<file path="config.mk">
export PLATFORM = sky130hd
export DESIGN_NAME = board_init_ctrl
export DESIGN_NICKNAME = d
export VERILOG_FILES = /design/src/rtl/board_init_ctrl.sv
export SDC_FILE = /design/constraint.sdc
export NUM_CORES = 1
export LEC_CHECK = 0
export CORE_MARGIN = 2
export CORE_UTILIZATION = 30
export CTS_CLUSTER_DIAMETER = 200
export CTS_CLUSTER_SIZE = 10
export DETAILED_ROUTE_END_ITERATION = 12
export PLACE_DENSITY_LB_ADDON = 0.12
export SETUP_SLACK_MARGIN = 0.3
export SLEW_MARGIN = 20
export SYNTH_ARGS = -nofsm -noshare
export SYNTH_HDL_FRONTEND = slang
export SYNTH_SLANG_ARGS = --single-unit
</file>
<file path="constraint.sdc">
create_clock -name clk -period 8.49 [get_ports clk]
set_input_delay 1.698 -clock clk [delete_from_list [all_inputs] [get_ports clk]]
set_output_delay 1.698 -clock clk [all_outputs]
set_load 0.01 [all_outputs]
</file>
<file path="src/rtl/board_init_ctrl.sv">
// Start-of-game board sequencer: requests a board from the generator, scans it for
// illegal codes or pre-existing 3-in-a-row runs, regenerates on failure, then hands it off.
module board_init_ctrl #(
  parameter int unsigned MAX_RETRY = 7,
  parameter int unsigned TIMEOUT   = 15,
  parameter int unsigned RW        = 3
) (
  input  logic          clk,
  input  logic          rst_n,
  input  logic          start,
  output logic          busy,
  output logic          gen_fresh,
  input  logic          gen_done,
  input  logic [191:0]  gen_board,
  output logic [191:0]  board,
  output logic          board_valid,
  input  logic          board_ready,
  output logic          board_clean,
  output logic [RW-1:0] retries
);

  localparam int unsigned TW = (TIMEOUT > 1) ? $clog2(TIMEOUT) : 1;
  localparam logic [TW-1:0] TmoLast   = TW'(TIMEOUT - 1);
  localparam logic [RW-1:0] MaxRetryW = RW'(MAX_RETRY);

  typedef enum logic [2:0] {StIdle, StReq, StWait, StScan, StDone} state_e;

  state_e        state_q;
  logic [5:0]    idx_q;
  logic [TW-1:0] tmo_q;

  logic [2:0] cells [64];
  logic [2:0] row, col;
  logic [2:0] c0, c1, c2, d1, d2;
  logic       bad_code, h_run, v_run, fault;
  logic       tmo_hit, retry_evt, give_up;

  always_comb begin
    for (int k = 0; k < 64; k++) begin
      cells[k] = board[k*3 +: 3];
    end
  end

  // Neighbour indices wrap at 63; the row/column guards mask those cases out.
  always_comb begin
    row      = idx_q[5:3];
    col      = idx_q[2:0];
    c0       = cells[idx_q];
    c1       = cells[idx_q + 6'd1];
    c2       = cells[idx_q + 6'd2];
    d1       = cells[idx_q + 6'd8];
    d2       = cells[idx_q + 6'd16];
    bad_code = (c0 == 3'd0) || (c0 > 3'd5);
    h_run    = (col <= 3'd5) && (c0 == c1) && (c0 == c2);
    v_run    = (row <= 3'd5) && (c0 == d1) && (c0 == d2);
    fault    = bad_code || h_run || v_run;
  end

  always_comb begin
    tmo_hit   = (tmo_q == TmoLast);
    retry_evt = ((state_q == StWait) && !gen_done && tmo_hit) ||
                ((state_q == StScan) && fault);
    give_up   = (retries >= MaxRetryW);
  end

  always_ff @(posedge clk or negedge rst_n) begin
    if (!rst_n) begin
      state_q     <= StIdle;
      busy        <= 1'b0;
      gen_fresh   <= 1'b0;
      board_valid <= 1'b0;
      board_clean <= 1'b0;
      board       <= '0;
      retries     <= '0;
      idx_q       <= '0;
      tmo_q       <= '0;
    end else begin
      gen_fresh <= 1'b0;
      unique case (state_q)
        StIdle: begin
          if (start) begin
            state_q   <= StReq;
            busy      <= 1'b1;
            gen_fresh <= 1'b1;
            retries   <= '0;
          end
        end
        StReq: begin
          state_q <= StWait;
          tmo_q   <= '0;
        end
        StWait: begin
          if (gen_done) begin
            board   <= gen_board;
            idx_q   <= '0;
            state_q <= StScan;
          end else if (!tmo_hit) begin
            tmo_q <= tmo_q + 1'b1;
          end
        end
        StScan: begin
          if (!fault) begin
            if (idx_q == 6'd63) begin
              board_clean <= 1'b1;
              board_valid <= 1'b1;
              state_q     <= StDone;
            end else begin
              idx_q <= idx_q + 6'd1;
            end
          end
        end
        StDone: begin
          if (board_ready) begin
            board_valid <= 1'b0;
            busy        <= 1'b0;
            state_q     <= StIdle;
          end
        end
        default: state_q <= StIdle;
      endcase

      // Shared by generator timeout and scan fault; a timeout leaves board untouched.
      if (retry_evt) begin
        if (!give_up) begin
          retries   <= retries + 1'b1;
          gen_fresh <= 1'b1;
          state_q   <= StReq;
        end else begin
          board_clean <= 1'b0;
          board_valid <= 1'b1;
          state_q     <= StDone;
        end
      end
    end
  end

endmodule
</file>
==> reports/results.ini, run 1 <==
[outcome]
outcome=complete, no violations

[worst_setup_path]
cp_num_cells=14
path_cells=buf_4 -> ha_1 -> nand2_1 -> xnor2_2 -> buf_4 -> mux4_2 -> mux2i_1 -> o32ai_1 -> o311ai_0 -> mux2i_1 -> a2111oi_4 -> or2_1 -> nand2b_2 -> o311ai_1
cp_slowest_stage_delay_ns=0.85
setup.worst_path.start=idx_q[1]
cp_top_family=AND-OR/OR-AND gates

[final_layout]
postLayoutCellArea_sq_mm=0.0188
mostFrequentLayoutCells=394 x clkdlybuf4s50_1, 218 x mux2_2, 210 x dfrtp_1
nonClkBufAreaFrac_pct=21.8
clkCellAreaFrac_pct=3.43
nets=1522
inv_count=8
num-fill-cells=4266
seq_area_share_pct=28.2
largest_reg_flops=192
diodes=0
reg.largest.list=board: 192 flops, idx_q: 6 flops, tmo_q: 4 flops
seq_area_sq_mm=0.00531

[logic_synthesis]
synthCells=952
ys_sh_adder_pct=1.00
ys_chip_area_sq_mm=0.0137
simple_gate_area_share_pct=5.22
yosysWarningCount=0
yosys.area_share.xor_xnor_pct=0.957
ff_type=dfrtp_1
syn_area_sq_mm=0.0137
edf_count=0
synth_flops=212
fp_nets=1160

[global_routing]
grt_pass1_vias=10600
grt.busiest_layer=met2
grt_usage_pct=20.1

[power_and_ir_drop]
switching_share_pct=40.8
p_seq_share_pct=28.4
cellPowerDensity_mw_per_mm2=456
finalPower_w=0.00859

[cts]
cts_buffer_depth=3
cts_setup_buffers=0
h-tree-depth=1
insertion_delay_ns=0.55
cts_hold_buf=0

[sta]
hold_slack_ns=0.501
tightestPinTransition_ns=1.02
clock.fmax_mhz=188

[route]
wl_met3_mm=3.08
dr.pass1.iters=4
wl_met2_mm=23.3
drtAntennaViolNets=0

[placed_design]
io_buffer_count=395
dpl.cell_count=1887
dp_slack_ns=3.22
gp_congestion=0.844

[die]
dieArea_sq_mm=0.0475

[min_path]
hold_class=reg2reg

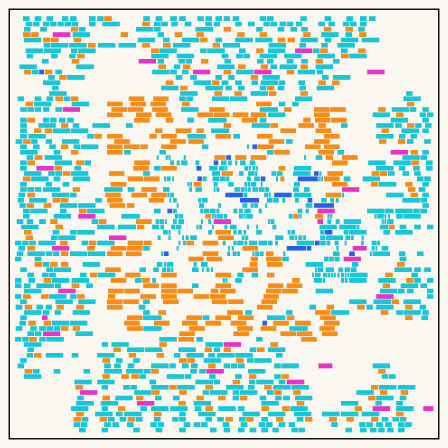
run_1/sizes.png
cyan -> _0 and _1 cells  # cells 895
magenta -> _6 and larger  # cells 30
orange -> _2 cells  # cells 368
blue -> _3 and _4 cells  # cells 22

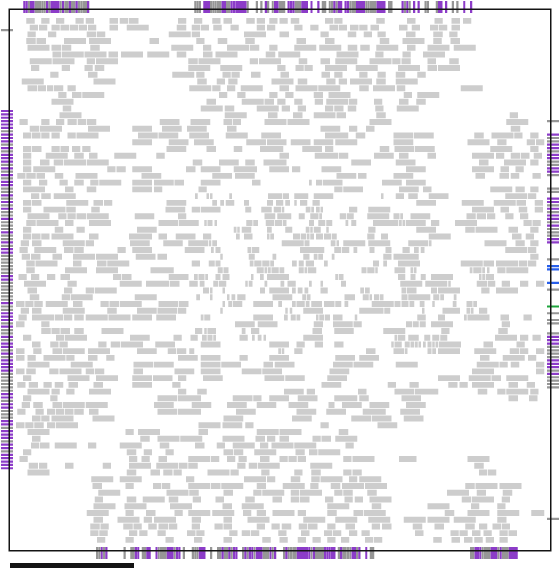
run_1/io_placement.png
The bar under the picture is 50 um long. Pins as bars across the die edge, other pins in grey.
purple -> board  # pins 192, direction output, edge 58 north, 56 west, 56 south, 22 east
green -> board_valid  # pins 1, direction output, edge east
blue -> retries  # pins 3, direction output, edge east
all pins by edge = 117 north, 114 south, 108 west, 57 east

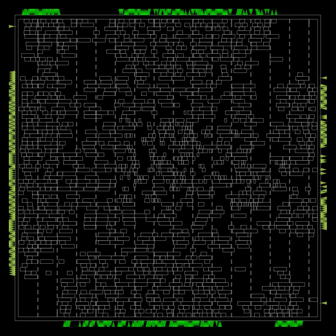
run_1/placement.png
flip-flops: 212
post-layout util: 41.6%

run_1/detail.png
Region (153, 153) to (173, 173) um. Cells in grey, sequential cells in the stronger grey; small squares are vias.
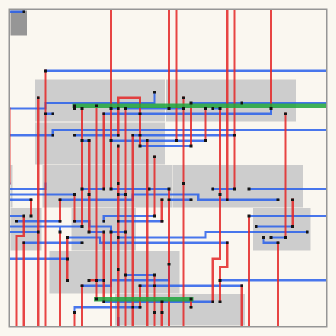

--- run 2 (diff from run 1) ---
==> constraint.sdc (replaced) <==
create_clock -name clk -period 4.58 [get_ports clk]
set_input_delay 0.916 -clock clk [delete_from_list [all_inputs] [get_ports clk]]
set_output_delay 0.916 -clock clk [all_outputs]
set_load 0.01 [all_outputs]
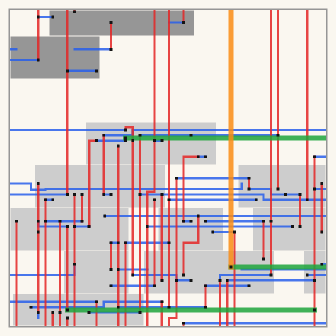
run_2/detail.png
Region (153, 153) to (173, 173) um. Cells in grey, sequential cells in the stronger grey; small squares are vias.
orange -> metal 4
red -> metal 2
blue -> metal 1
green -> metal 3
netlist names of flops here include = board (2)
sequential cells in the window = 2
most frequent = mux4_2 (7), mux2_2 (2), dfrtp_1 (2)
cells with their middle in the window = 11

==> run 2 against run 1 <==
  * Critical path depth shrank 4
  * Sequential power grew 81%
  * Largest power group unchanged
  * Routed wire length grew 3.0%
  * Power grew 91%
  * Utilization grew 1.0 points
  * Global-route usage grew 0.66 points
  * Critical endpoint unchanged
  * First-iteration DRC count grew 11%
  * Final cell count grew 2.5%
  * Clock-buffer cell count grew 1
  * Combinational power grew 96%
  * Synthesized cell count is the same
  * Clock skew grew 0.0010 ns
==> reports/results.ini, run 2 <==
[power_and_ir_drop]
switching_share_pct=40.4
cellPowerDensity_mw_per_mm2=848
finalPower_w=0.0164
p_seq_share_pct=27.0

[logic_synthesis]
top_cells_by_count=218 x mux2_2, 212 x dfrtp_1, 141 x mux4_2, 49 x mux2i_1, 39 x nand2_1
mux_area_share_pct=47.1
synth.largest_area_cell=dfrtp_1
yosys.area_share.xor_xnor_pct=0.957
ys_sh_adder_pct=1.00
topCellsByArea=dfrtp_1 39%, mux4_2 23%, mux2_2 18%, mux2i_1 3.6%, mux4_1 2.5%
synth_flops=212
fp_nets=1160
synthCells=952
edf_count=0
ff_type=dfrtp_1
syn_area_sq_mm=0.0137
yosysWarningCount=0
simple_gate_area_share_pct=5.22
synthAoiAreaFrac_pct=3.50
ys_chip_area_sq_mm=0.0137

[placed_design]
dp_slack_ns=0.331
dpl.cell_count=1925
io_buffer_count=395
gp_congestion=0.866

[final_layout]
num-fill-cells=4289
mostFrequentLayoutCells=394 x clkdlybuf4s50_1, 218 x mux2_2, 209 x dfrtp_1
postLayoutCellArea_sq_mm=0.0193
seq_area_sq_mm=0.00531
logic_gate_count=656
buffers=458
nonClkBufAreaFrac_pct=23.5
flops=212
largest_class=combinational gates
inv_count=8
clkCellAreaFrac_pct=3.37
seq_area_share_pct=27.5
largest_reg_flops=192
nets=1569
reg.largest.list=board: 192 flops, idx_q: 6 flops, tmo_q: 4 flops
comb_area_sq_mm=0.00802
diodes=0

[worst_setup_path]
cp.buffers_inverters=1
cp_slowest_stage_delay_ns=0.62
crit_path_end=state_q[0]
setup.worst_path.start=idx_q[0]
cp_num_cells=10
cp_top_family=multiplexers
endpoint_kind=flop
path_cells=buf_12 -> mux4_1 -> mux2_2 -> mux2_2 -> mux4_2 -> or3_1 -> a2111oi_4 -> or2_4 -> nand2b_2 -> o311ai_1
crit-reg2reg-launch=idx_q[0]

[cts]
insertion_delay_ns=0.55
cts_resized=1
cts_buffer_depth=3
cts_hold_buf=0
cts_made_buffers=25
cts_setup_buffers=0
h-tree-depth=1

[global_routing]
met2_usage_pct=33.8
grt_usage_pct=20.8
grt.busiest_layer=met2
grt_pass1_wl_mm=74.1
grt_pass1_vias=11100

[route]
via_count=10600
drtAntennaViolNets=0
dr.pass1.iters=5
wl_met2_mm=24.0
wl_met3_mm=3.67

[sta]
fin_worst_skew_ns=0.0159
setup_ws_ns=0.387
hold_slack_ns=0.355
tightestPinTransition_ns=0.767
clock.fmax_mhz=238

[run]
cap_violations=0

[die]
dieWidth_um=218
tap_cells=600
dieArea_sq_mm=0.0475

[outcome]
outcome=complete, no violations

[min_path]
hold_class=in2async

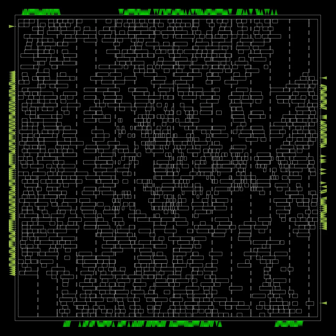
run_2/placement.png
post-layout util: 42.6%
area of the core: 0.0453 sq mm

No activity file was given, so power comes from the tool's default toggle rates.
